`config.mk`:
```
export PLATFORM = sky130hd
export DESIGN_NAME = vector_register_file
export DESIGN_NICKNAME = d
export VERILOG_FILES = /design/src/rtl/vrf_pkg.sv /design/src/rtl/vector_register_file_lane.sv /design/src/rtl/vector_register_file.sv
export SDC_FILE = /design/constraint.sdc
export NUM_CORES = 2
export LEC_CHECK = 0
export CAP_MARGIN = 20
export CORE_ASPECT_RATIO = 1.5
export CORE_MARGIN = 2
export CORE_UTILIZATION = 60
export CTS_CLUSTER_SIZE = 14
export DETAILED_ROUTE_END_ITERATION = 12
export PLACE_DENSITY = 0.79
export RECOVER_POWER = 25
export SYNTH_ARGS = -nofsm -noshare
export SYNTH_HDL_FRONTEND = slang
export SYNTH_SLANG_ARGS = --single-unit
```
`constraint.sdc`:
```
create_clock -name clk -period 5.9 [get_ports clk]
set_input_delay 1.475 -clock clk [delete_from_list [all_inputs] [get_ports clk]]
set_output_delay 1.475 -clock clk [all_outputs]
set_load 0.01 [all_outputs]
```
`src/rtl/vrf_pkg.sv`:
```
// Shared constants and types for the SIMD AES vector register file.
// Optional write-to-read forwarding is controlled by the VRF_BYPASS_EN macro.
package vrf_pkg;

  localparam int LANES_DEF = 16;
  localparam int W_DEF     = 8;
  localparam int NREGS_DEF = 16;

  typedef logic [W_DEF-1:0] lane_t;

  typedef enum logic {
    WM_NORMAL = 1'b0,
    WM_BCAST  = 1'b1
  } wmode_t;

endpackage

```
`src/rtl/vector_register_file_lane.sv`:
```
// One lane column of the vector register file: NREGS x W storage with two read muxes.
// Defining VRF_BYPASS_EN forwards this lane's pending write data to a matching read port.
module vrf_lane #(
  parameter int W     = 8,
  parameter int NREGS = 16,
  localparam int AW   = $clog2(NREGS)
) (
  input  logic          clk,
  input  logic          rst,
  input  logic          we,
  input  logic [AW-1:0] wa,
  input  logic [W-1:0]  wd,
  input  logic [AW-1:0] ra1,
  input  logic [AW-1:0] ra2,
  output logic [W-1:0]  rd1,
  output logic [W-1:0]  rd2
);

  logic [W-1:0] mem [NREGS];

  always_ff @(posedge clk) begin
    if (rst) begin
      mem <= '{default: '0};
    end else if (we) begin
      mem[wa] <= wd;
    end
  end

`ifdef VRF_BYPASS_EN
  // Reset blocks forwarding so a discarded write never shows on a read port.
  logic fwd1, fwd2;

  always_comb begin
    fwd1 = we && !rst && (ra1 == wa);
    fwd2 = we && !rst && (ra2 == wa);
    rd1  = fwd1 ? wd : mem[ra1];
    rd2  = fwd2 ? wd : mem[ra2];
  end
`else
  always_comb begin
    rd1 = mem[ra1];
    rd2 = mem[ra2];
  end
`endif

endmodule

```
`src/rtl/vector_register_file.sv`:
```
// NREGS-entry array of LANES x W vector registers with masked/broadcast write and two reads.
// Build with VRF_BYPASS_EN defined to enable same-cycle write-to-read forwarding.
module vector_register_file
  import vrf_pkg::*;
#(
  parameter int LANES = LANES_DEF,
  parameter int W     = W_DEF,
  parameter int NREGS = NREGS_DEF,
  localparam int AW   = $clog2(NREGS)
) (
  input  logic               clk,
  input  logic               rst,
  input  logic               we,
  input  logic               wmode,
  input  logic [AW-1:0]      wa,
  input  logic [LANES*W-1:0] wd,
  input  logic [LANES-1:0]   wmask,
  input  logic [AW-1:0]      ra1,
  input  logic [AW-1:0]      ra2,
  output logic [LANES*W-1:0] rd1,
  output logic [LANES*W-1:0] rd2
);

  wmode_t mode;
  assign mode = wmode_t'(wmode);

  for (genvar i = 0; i < LANES; i++) begin : g_lane
    logic [W-1:0] src;
    logic         lane_we;

    // Broadcast always sources lane 0, even when lane 0 itself is masked off.
    assign src     = (mode == WM_BCAST) ? wd[0 +: W] : wd[i*W +: W];
    assign lane_we = we & wmask[i];

    vrf_lane #(
      .W     (W),
      .NREGS (NREGS)
    ) u_lane (
      .clk (clk),
      .rst (rst),
      .we  (lane_we),
      .wa  (wa),
      .wd  (src),
      .ra1 (ra1),
      .ra2 (ra2),
      .rd1 (rd1[i*W +: W]),
      .rd2 (rd2[i*W +: W])
    );
  end

endmodule

```
### Ports around the boundary

The bar under the picture is 100 um long. Pins as bars across the die edge, other pins in grey.
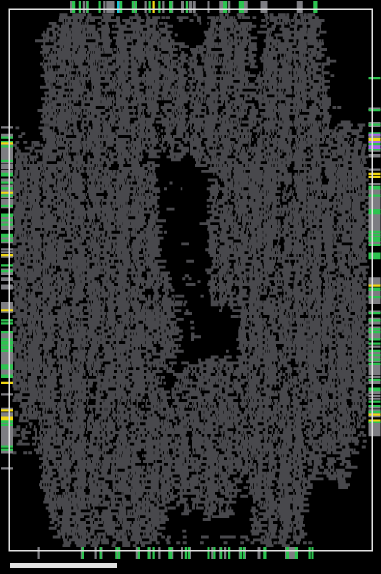
[green] `rd1` | pins: 128 | direction: output | edge: 43 right, 38 left, 25 bottom, 22 top
[yellow] `wmask` | pins: 16 | direction: input | edge: 8 left, 7 right, 1 top
[cyan] `wmode` | pins: 1 | direction: input | edge: top
[purple] `wa` | pins: 4 | direction: input | edge: right
all pins by edge: 149 right, 148 left, 69 top, 50 bottom
die extent in y: 506 um
die x size: 339 um
input/output buffers: 415

### Met1 routing

The bar under the picture is 100 um long.
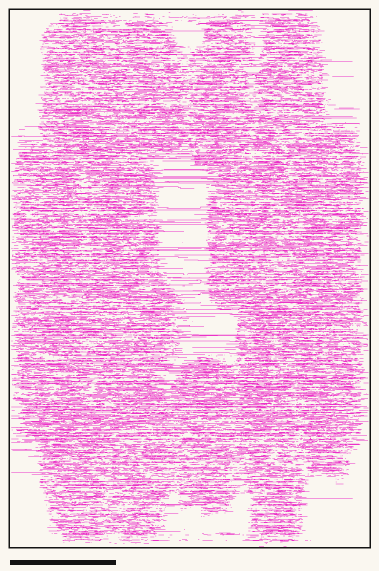
nets with wire on the layer: 9149
main direction: horizontal
number of vias after detailed routing: 83292
final wirelength: 335000 um
met1 Use GR: 47.0%

==> run notes <==
The implementation run finished. The flow ran to the end, but the final reports show violations. The checks that failed: capacitance limit, slew limit. Sequential share of the synthesized area landed at roughly 40%.

After synthesis, the share of flip-flops with an asynchronous set or reset is 0%. STA shows the worst reg2reg path with a cell count of 2. Total power draw landed at 30.0 mW.

Leakage power landed at 34.8 nW. Among all flip-flop cells after synthesis, the most frequent one is sky130_fd_sc_hd__dfxtp_1. Buffers plus inverters on the worst setup path landed at 3. Data required time at the worst endpoint landed at between 6 and 7 ns. Initial antenna violation count landed at 21. Across the run, the number of max-cap violations was 28. Total overflow reported by the global router landed at 0. Routed wirelength normalized by instance count landed at 28.5 um.

The floorplan step defined a core boundary enclosing approximately 170000 um2. Per the final timing report, the hold violations number 0. The capture point of the worst register-to-register path is recorded as g_lane[8].u_lane.mem[120]. The number of global-route vias before repair came to about 83000. Nets still carrying antenna violations after routing amount to 0.

Number of cells upsized or downsized after cts landed at 0. Buffer count excluding the clock tree in the final layout landed at around 840. Combinational share of cell area landed at around half. STA classifies the critical path endpoint as a flop. The first global-routing pass estimated 504000 um of wire. Ranked by flip-flop count, first place goes to g_lane.u_lane.mem. Summing all non-filler instances in the final layout gives an area of about 110000 um2. Top cell type's share of synthesized area landed at between 40% and 50%. For this run, the chip area from Yosys synthesis comes to just over 100000 um2. Before placement the cells fill 60.3% of the core. By area the synthesized netlist is led by sky130_fd_sc_hd__dfxtp_1 41%, sky130_fd_sc_hd__mux4_2 26%, sky130_fd_sc_hd__a211oi_1 15%. Share of the cycle needed by the critical path after routing landed at 98.3%. Cells with a size suffix above 1 make up roughly a fifth of the layout.

Flip-flop count of the largest register after layout landed at between 2000 and 2500. TritonCTS built the clock tree. Per the layout area report, the sequential fraction of cell area is a little over a third. Post-synthesis cell type count landed at 33. Multi-input gate count landed at around 6300. Mean instance size in the synthesized netlist landed at 10.8 um2.

Count of inverters other than clock inverters in the layout landed at 3. Worst setup timing slack at the placement stage landed at approximately 0.28 ns. The largest registers in the layout are g_lane.u_lane.mem: 2048 flops. After layout the signal buffers, clock cells excluded, come to between 6 and 7% of cell area. Power density normalized to cell area landed at about 260 nW/um2.

Residual DRC count landed at 0. Per the timing report, the most critical flop-to-flop path originates at g_lane[8].u_lane.mem[120]. Number of synthesized register bits landed at 2048. On the reported timing paths, the clock transition at the registers reads 0.06 ns. H-tree level count landed at 4. Global placement routability congestion landed at ~0.9. The most common cell in the synthesized netlist is sky130_fd_sc_hd__dfxtp_1. Per the detailed placement report, the placed cell area equals approximately 110000 um2. Total standard cell area after synthesis landed at around 100000 um2. Number of cells on the critical path landed at 6.

Row generation in the floorplan step produced 184 rows. Final hold slack landed at roughly 0.47 ns. After clock tree synthesis, the flow added hold-fix buffers numbering 0. Number of sinks driven by the clock tree landed at a little over 2000.

For this design the top-level I/O count stands at 416. Clock network latency to the later pin of the worst-skew pair landed at ~0.85 ns. The most critical setup path has its endpoint at g_lane[10].u_lane.mem[21]. Setup slack on the worst reg-to-reg path comes out at 4.93 ns. Violation count after the first detailed-routing iteration landed at between 10000 and 15000. Number of synthesized flops with an enable pin landed at 0.

Largest net degree at the start of global routing landed at 201. Delay of the slowest cell on the worst path landed at around 2.1 ns. The final layout contains a sequential cell count of 2048. Slack of the critical path landed at a little over 0.1 ns. Number of nets in the synthesized netlist landed at about 9500. The type recorded for the worst min-delay path is reg2reg. Clock network area share landed at 5.67%. The cell sitting at the root of the clock tree is a sky130_fd_sc_hd__clkbuf_16.

The floorplan report lists the tap cell count as ~2200. In this run the worst setup path begins at wd[5]. The stage logs contain a warning count of around 51. The number of cells reported by Yosys stat comes to 9331. Max-slew check failures listed in the final report amount to between 300 and 400. The count of cells in the finished layout, fillers not included, comes to 11748. Summing all multi-input logic gate instances after layout gives approximately 55000 um2. Max fanout on the critical path was recorded as 17.

Yosys synthesis warning count landed at 0. Area growth from synthesis to layout landed at 12.4%. The final report gives the core utilization as between 60 and 70%. Endpoints with negative setup slack in the final report add up to 0.

In the finished layout, the clock tree contains a buffer count of between 200 and 300. Between clock sinks in the finished design, the worst skew comes to 0 ns. The signal on the critical path passes through dlygate4sd3_1 -> and2_0 -> clkbuf_1 -> a21oi_1 -> buf_4 -> a211oi_1. Post-CTS timing repair inserted 0 buffers for setup. Summed over all nets, the half-perimeter wirelength after detailed placement is 215000 um. The data arrival time reported for the critical path is around 6.5 ns.

Worst slew margin relative to its limit landed at -113%. Looking at the VDD voltage map, the peak drop is 0.267 mV. Overall fraction of global-route tracks in use landed at approximately two fifths. Sequential cell area landed at 41000 um2. The critical path in this run is classified as in2reg. Among all stages on the critical path, the largest delay is contributed by sky130_fd_sc_hd__and2_0. After technology mapping, the gate count stands at around 9300. The die covers approximately 170000 um2.

Per-cell via count in the routed design landed at just over 7. Setup TNS after final layout landed at 0 ns. The number of placed instances, taps included, is 11329. The synthesized design spends more area on one cell type than any other, namely sky130_fd_sc_hd__dfxtp_1. Number of inserted filler cells in the final layout landed at 11830. Final-stage net count landed at between 9000 and 10000. By area, multi-input combinational cells come first. Based on the critical path, the design can be clocked at up to around 170 MHz. The first detailed-routing pass ran for 9 iterations. The commonest cells after synthesis are 2048 x sky130_fd_sc_hd__dfxtp_1, 1989 x sky130_fd_sc_hd__nor2_1, 1975 x sky130_fd_sc_hd__a211oi_1. Time the final worst path needs with I/O delays and setup landed at ~5.8 ns. The kind of cell with the highest combined delay along the critical path is buffers and inverters. 18 antenna diodes ended up in the layout. Setup repair after global routing left no endpoint under its margin. CTS added clock buffers totalling approximately 190.

STA classifies the critical path startpoint as an input pin. The longest clock path from root to sink contains 3 buffers. Slew at the pin closest to its max-slew limit landed at about 3.2 ns.
### Close-up of the layout

The bar under the picture is 20 um long. Region (144, 329) to (194, 379) um. Cells in grey, sequential cells in the stronger grey; small squares are vias.
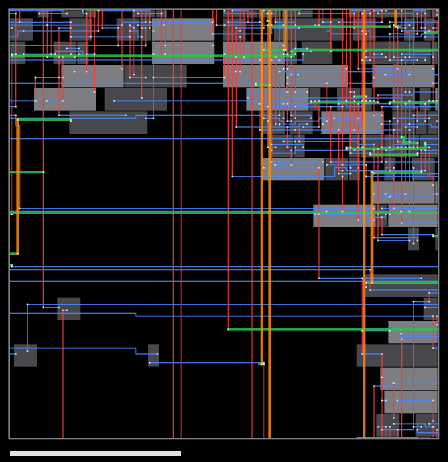
[orange] M4
[green] M3
[blue] M1
[red] M2
sequential cells in the window: 17
cells with their middle in the window: 64
most frequent: dfxtp_1 (17), a211oi_1 (14), nor2_1 (14)
netlist names of flops here include: `g_lane.u_lane.mem` (17)

## layer usage
metal / part of all wire (%) / up-vias / global-route usage, % / wire length (um)
li1: - / 35688 / - / -
met1: 34 / 40381 / 47.0 / 114000
met2: 45 / 5715 / 59.0 / 152000
met3: 13 / 1494 / 11.3 / 43900
met4: 7.5 / 14 / 25.2 / 25000
met5: 0.030 / - / 0 / 101
## cell families (layout without fill, tap and decap cells)
| logic type | count (synthesis) | in the layout | synth area share (%) |
|---|---|---|---|
| and+or+nand+nor | 2587 | 2587 | 10.8 |
| AOI/OAI and AO/OA | 2378 | 2378 | 16.9 |
| DFF | 2048 | 2048 | 40.6 |
| muxes | 1297 | 1297 | 27.1 |
| buffers and inverters | 1021 | 1188 | 4.49 |
| other | 0 | 18 | 0 |
## cells in the final DEF, fill, tap and decap left out, types with 9 or more instances in the layout
cell type                         count
sky130_fd_sc_hd__dfxtp_1           2048
sky130_fd_sc_hd__buf_4              227
sky130_fd_sc_hd__clkbuf_8            37
sky130_fd_sc_hd__clkbuf_16          191
sky130_fd_sc_hd__o221ai_1            48
sky130_fd_sc_hd__nor2_2             117
sky130_fd_sc_hd__clkbuf_1           164
sky130_fd_sc_hd__nor2b_1             57
sky130_fd_sc_hd__clkdlybuf4s50_1    396
sky130_fd_sc_hd__a211oi_1          1975
sky130_fd_sc_hd__dlygate4sd3_1        9
sky130_fd_sc_hd__nand2_1            310
sky130_fd_sc_hd__nor2_4              26
sky130_fd_sc_hd__mux4_2            1151
sky130_fd_sc_hd__nor2_1            2031
sky130_fd_sc_hd__a21oi_1            319
sky130_fd_sc_hd__mux2i_1            146
sky130_fd_sc_hd__clkinv_2            31
sky130_fd_sc_hd__o22ai_1             24
sky130_fd_sc_hd__bufinv_16           15
sky130_fd_sc_hd__diode_2             18
sky130_fd_sc_hd__or2_2               16
sky130_fd_sc_hd__buf_12              79
## report_power, final
group	internal (mW)	switching [mW]	total, mW
clock	7.15	5.68	12.8
combinational	1.09	1.90	2.99
sequential	14.0	0.133	14.1
total	22.2	7.71	30.0
## worst min-delay path, stage by stage (launching register included)
cell and delay (ns):
sky130_fd_sc_hd__dfxtp_1 0.32, sky130_fd_sc_hd__nand2_1 0.05, sky130_fd_sc_hd__a21oi_1 0.05
## worst min-delay path by stage
| stage | cells after the start | slack [ns] | startpoint | end |
|---|---|---|---|---|
| after global routing | 2 | 0.49 | g_lane[0].u_lane.mem[73] | g_lane[0].u_lane.mem[73] |
| after floorplan | 2 | 0.44 | g_lane[0].u_lane.mem[104] | g_lane[0].u_lane.mem[104] |
| after CTS | 2 | 0.47 | g_lane[0].u_lane.mem[96] | g_lane[0].u_lane.mem[96] |
| final | 2 | 0.47 | g_lane[0].u_lane.mem[56] | g_lane[0].u_lane.mem[56] |
| after global placement | 2 | 0.45 | g_lane[0].u_lane.mem[96] | g_lane[0].u_lane.mem[96] |
| after detailed placement | 2 | 0.46 | g_lane[0].u_lane.mem[78] | g_lane[0].u_lane.mem[78] |
Power and IR drop assume default switching activity.
